File: config.mk
export PLATFORM = sky130hd
export DESIGN_NAME = pipe_ctrl
export DESIGN_NICKNAME = d
export VERILOG_FILES = /design/src/rtl/pipe_ctrl_pkg.sv /design/src/rtl/pipe_ctrl_sat_counter.sv /design/src/rtl/pipe_ctrl.sv
export SDC_FILE = /design/constraint.sdc
export NUM_CORES = 1
export LEC_CHECK = 0
export CORE_MARGIN = 3
export CORE_UTILIZATION = 49
export DETAILED_ROUTE_END_ITERATION = 16
export GPL_ROUTABILITY_DRIVEN = 0
export PLACE_DENSITY = 0.92
export REMOVE_ABC_BUFFERS = 1
export SYNTH_ARGS = -nofsm -noshare
export SYNTH_HDL_FRONTEND = slang
export SYNTH_HIERARCHICAL = 1
export SYNTH_SLANG_ARGS = --single-unit
File: constraint.sdc
create_clock -name clk -period 3.21 [get_ports clk]
set_clock_uncertainty 0.1 [all_clocks]
set_input_delay 0.8025 -clock clk [delete_from_list [all_inputs] [get_ports clk]]
set_output_delay 0.8025 -clock clk [all_outputs]
set_load 0.005 [all_outputs]
File: src/rtl/pipe_ctrl_pkg.sv
// pipe_ctrl_pkg: shared pipeline-control types, stage bit indices and FSM states.
package pipe_ctrl_pkg;
  typedef logic [5:0] stall_t;
  typedef logic [31:0] inst_addr_t;
  typedef logic bit_t;
  localparam int STALL_PC = 0;
  localparam int STALL_IF = 1;
  localparam int STALL_ID = 2;
  localparam int STALL_EX = 3;
  localparam int STALL_MEM = 4;
  localparam int STALL_WB = 5;
  localparam inst_addr_t EXC_VECTOR_DEFAULT = 32'hBFC0_0380;
  typedef enum logic {RUN, POST_FLUSH} pipe_ctrl_state_t;
  // Freeze every stage up to and including top; wb always keeps draining.
  function automatic stall_t stall_upto(int top);
    stall_t s;
    for (int i = 0; i < 6; i++) s[i] = (i <= top) && (i != STALL_WB);
    return s;
  endfunction
endpackage

File: src/rtl/pipe_ctrl_sat_counter.sv
// sat_counter: up-counter that sticks at LIMIT, with synchronous clear.
module sat_counter #(
  parameter int W = 8,
  parameter logic [W-1:0] LIMIT = '1
) (
  input  logic         clk,
  input  logic         rst,
  input  logic         inc,
  input  logic         clr,
  output logic [W-1:0] count,
  output logic         sat
);
  assign sat = count == LIMIT;
  always_ff @(posedge clk or posedge rst)
    if (rst) count <= '0;
    else if (clr) count <= '0;
    else if (inc && !sat) count <= count + 1'b1;
endmodule

File: src/rtl/pipe_ctrl.sv
// pipe_ctrl: merges stage stall requests, drives exception flush/redirect,
// and runs the stall watchdog and stall-cycle perf counter.
module pipe_ctrl
  import pipe_ctrl_pkg::*;
#(
  parameter inst_addr_t EXC_VECTOR = EXC_VECTOR_DEFAULT,
  parameter int TIMEOUT = 1023,
  parameter int PERF_W = 32
) (
  input  logic              clk,
  input  logic              rst,
  input  logic              stallreq_if,
  input  logic              stallreq_id,
  input  logic              stallreq_ex,
  input  logic              stallreq_mem,
  input  logic              exc_valid,
  input  logic              exc_eret,
  input  inst_addr_t        cp0_epc,
  output stall_t            stall,
  output bit_t              flush,
  output inst_addr_t        new_pc,
  output logic              watchdog_err,
  output logic [PERF_W-1:0] stall_cycles
);
  localparam int WD_W = $clog2(TIMEOUT + 1);
  pipe_ctrl_state_t state, state_d;
  inst_addr_t new_pc_q;
  logic accept, run, wd_sat, err_q, perf_sat;
  logic [WD_W-1:0] wd_count;
  // Outputs are gated by rst so an async reset silences them immediately.
  always_comb begin
    run = state == RUN;
    accept = !rst && run && exc_valid && !stallreq_mem;
    stall = (rst || accept) ? '0 :
            stallreq_mem ? stall_upto(STALL_MEM) :
            (stallreq_ex && run) ? stall_upto(STALL_EX) :
            (stallreq_id && run) ? stall_upto(STALL_ID) :
            stallreq_if ? stall_upto(STALL_IF) : '0;
    flush = accept;
    new_pc = accept ? (exc_eret ? cp0_epc : EXC_VECTOR) : new_pc_q;
    state_d = accept ? POST_FLUSH : RUN;
  end
  always_ff @(posedge clk or posedge rst)
    if (rst) begin
      state <= RUN;
      new_pc_q <= '0;
      err_q <= 1'b0;
    end else begin
      state <= state_d;
      if (accept) new_pc_q <= new_pc;
      err_q <= err_q | wd_sat;
    end
  assign watchdog_err = err_q | wd_sat;
  sat_counter #(.W(WD_W), .LIMIT(WD_W'(TIMEOUT))) u_watchdog (
    .clk(clk), .rst(rst), .inc(stall[STALL_PC]), .clr(!stall[STALL_PC] || flush),
    .count(wd_count), .sat(wd_sat)
  );
  sat_counter #(.W(PERF_W)) u_perf (
    .clk(clk), .rst(rst), .inc(stall[STALL_PC] && !perf_sat), .clr(1'b0),
    .count(stall_cycles), .sat(perf_sat)
  );
endmodule

Signal wires on met3:
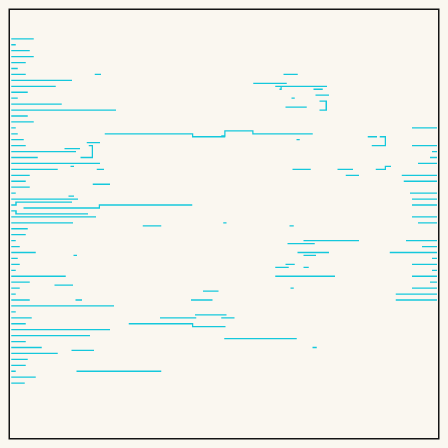
wire length on this layer: 818 um
main direction: horizontal
share of all routed wire: 7.0%

Routing congestion:
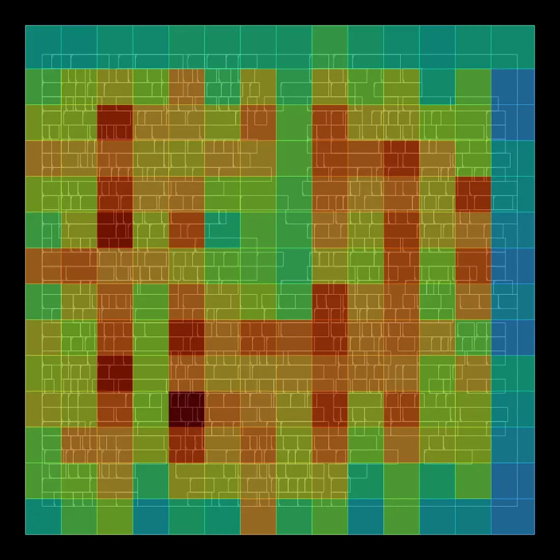
Final Core Density: 73.60%
Global Route met2 Usage: 42.77%
met1 GRT Util: 29.32%
gr busiest metal: met2
GRT Overall Usage: 24.68%

==> out/results.ini <==
[die]
row_count=32
ios=112
fp.dieH_um=98.06
fp_util_pct=52.12
die-area_um2=9616
design.core.area_um2=7968

[clock_tree]
clk_pin_slew_ns=0.08
clock_path_buffers=2
clock-sinks=76
htree_levels=3
cts_resized=101
clock_latency_ns=0.34
hold_buffers=0
post_cts_buffers=10
cts_root_buf=clkbuf_8
cts_tree=done

[setup_path]
critPathBufInv=5
ff2ff_setup_slack_ns=0.52
cp_top_family=buffers and inverters
crit_type=in2out
cp-start-kind=input pin
critical_path_required_ns=2.31
r2r-end=u_perf/count[25]
critical_path_arrival_ns=2.27
reg2regPathDepth=8
crit_chain=buf_2 > or4b_4 > buf_6 > buf_6 > bufbuf_16 > nand2_4 > o21ai_2 > buf_2
crit_path_end_kind=primary output
r2r-start=u_perf/count[17]
crit_fanout=6
max_stage_delay_ns=0.58
cp.depth=8
cp-endpoint=new_pc[6]

[timing]
relSlewSlack_pct=42.21
setup_slack_ns=0.03899
slew_viol_final=0
setup_viol=0
min_period_over_period_pct=98.79
fmax_ghz=0.3154
tightestPinTransition_ns=0.8575
whs_ns=0.3658
rsz0062_at_grt=no
fin_tns_setup_ns=0
layout_min_cycle_time_ns=3.171
hold_viol=0

[logic_synthesis]
yosysMostFrequentCell=dfrtp_1
async_reset_ff_share_pct=100.0
syn_avg_cell_area_um2=9.107
synthXorXnorAreaFrac_pct=0.2109
yosysChipArea_um2=4153
top_area_cell=dfrtp_1
ys_ff=76
synthFlopType=dfrtp_1
synth.distinct_cells=56
synth_stat.cells=456
ys_sh_mux_pct=0.7834
top_logic_kind=simple AND/OR/NAND/NOR gates
synth_area_um2=4153
synthAoiAreaFrac_pct=21.15
synth.top_cells.by_count=dfrtp_1, nand2_1, o21ai_1
ys_sh_adder_pct=0.6026
ys_seq_share_pct=45.80
yosysWarnings=6
synth-simple-area-share_pct=25.55
synthCells=456
top_area_share_pct=45.80
edf_count=0
top_cells_by_area=dfrtp_1, o21ai_1, nand2_1, a21oi_1, o21ai_0

[run]
drv_cap=0
warnings=25

[layout]
top_regs=new_pc_q: 32 flops, u_perf/count: 32 flops, u_watchdog/count: 10 flops
design_area_um2=5864
clockBufferCount=11
layout.nonclk_buf_share_pct=26.31
signal_buffers=159
layout_top_cell=dfrtp_1
layout_top_cells=dfrtp_1, clkdlybuf4s50_1, nand2_1
final-seq-area_um2=1902
fill_cells=535
seq_share_pct=32.43
inverters=11
area_growth_pct=41.22
logic_area_um2=2067
logic_gate_count=338
largestClassByArea=multi-input combinational cells
nets=637
final_cells=702
seq_cells=76
comb_share_pct=35.25
n_antenna_cell=0
clkCellAreaFrac_pct=3.136

[power]
pwr_density_cell_nw_per_um2=380.3
top_power_group=sequential cells
p_sw_mw=0.6117
clockPowerShare_pct=31.7
combPwrFrac_pct=20.5
cellLeakagePower_nw=2.513
powerComb_mw=0.456
internal_power_mw=1.618
swShare_pct=27.43
power_mw=2.230
vdd_drop_max_v=0.0002738
seqPwrFrac_pct=47.8
p_clk_mw=0.707

[routing]
wl_met1_um=4698
vias_per_cell=5.969
post_drt_wl_per_cell_um=16.66
drt_iter0_markers=188
ant_nets=0
wl_met3_um=817
top_layer_used=met4
drc=0
met2_length_um=5951
first_pass_iters=5

[global_routing]
grt_use_met3_pct=7.357
grt_overflow=0
grt_max_degree=35
grt_pass1_wl_um=19740
antenna_found_initial=0

[placement]
dp_slack_ns=-0.5315
port-buffer-count=110
placed_area_um2=5499

[hold_path]
min_path_cells=1
hold_start=err_q
whs_endpoint=err_q
hp-class=reg2reg

[status]
status=completed

The metal 1 layer:
Bar = 20 um. Supply wires on this layer in grey.
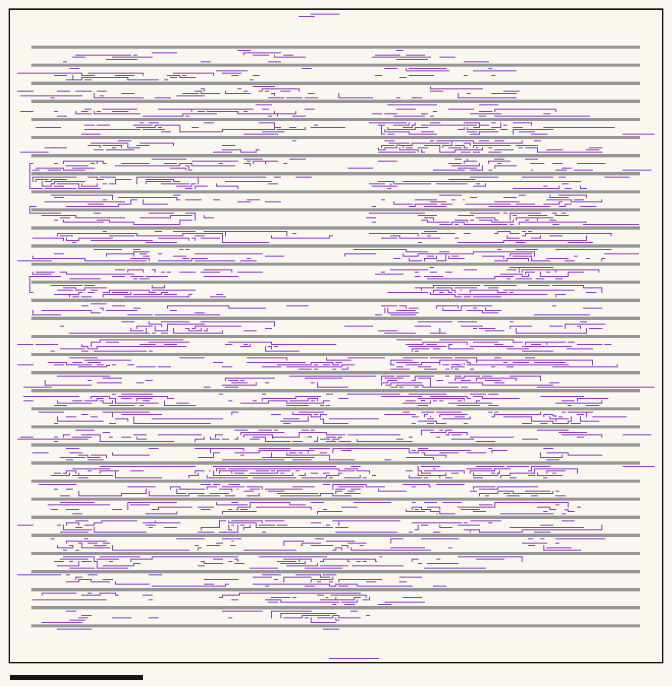
longest straight run: 26.7 um
nets with wire on the layer: 571
share of all routed wire: 40%
WL final: 11690 um
via count: 4190

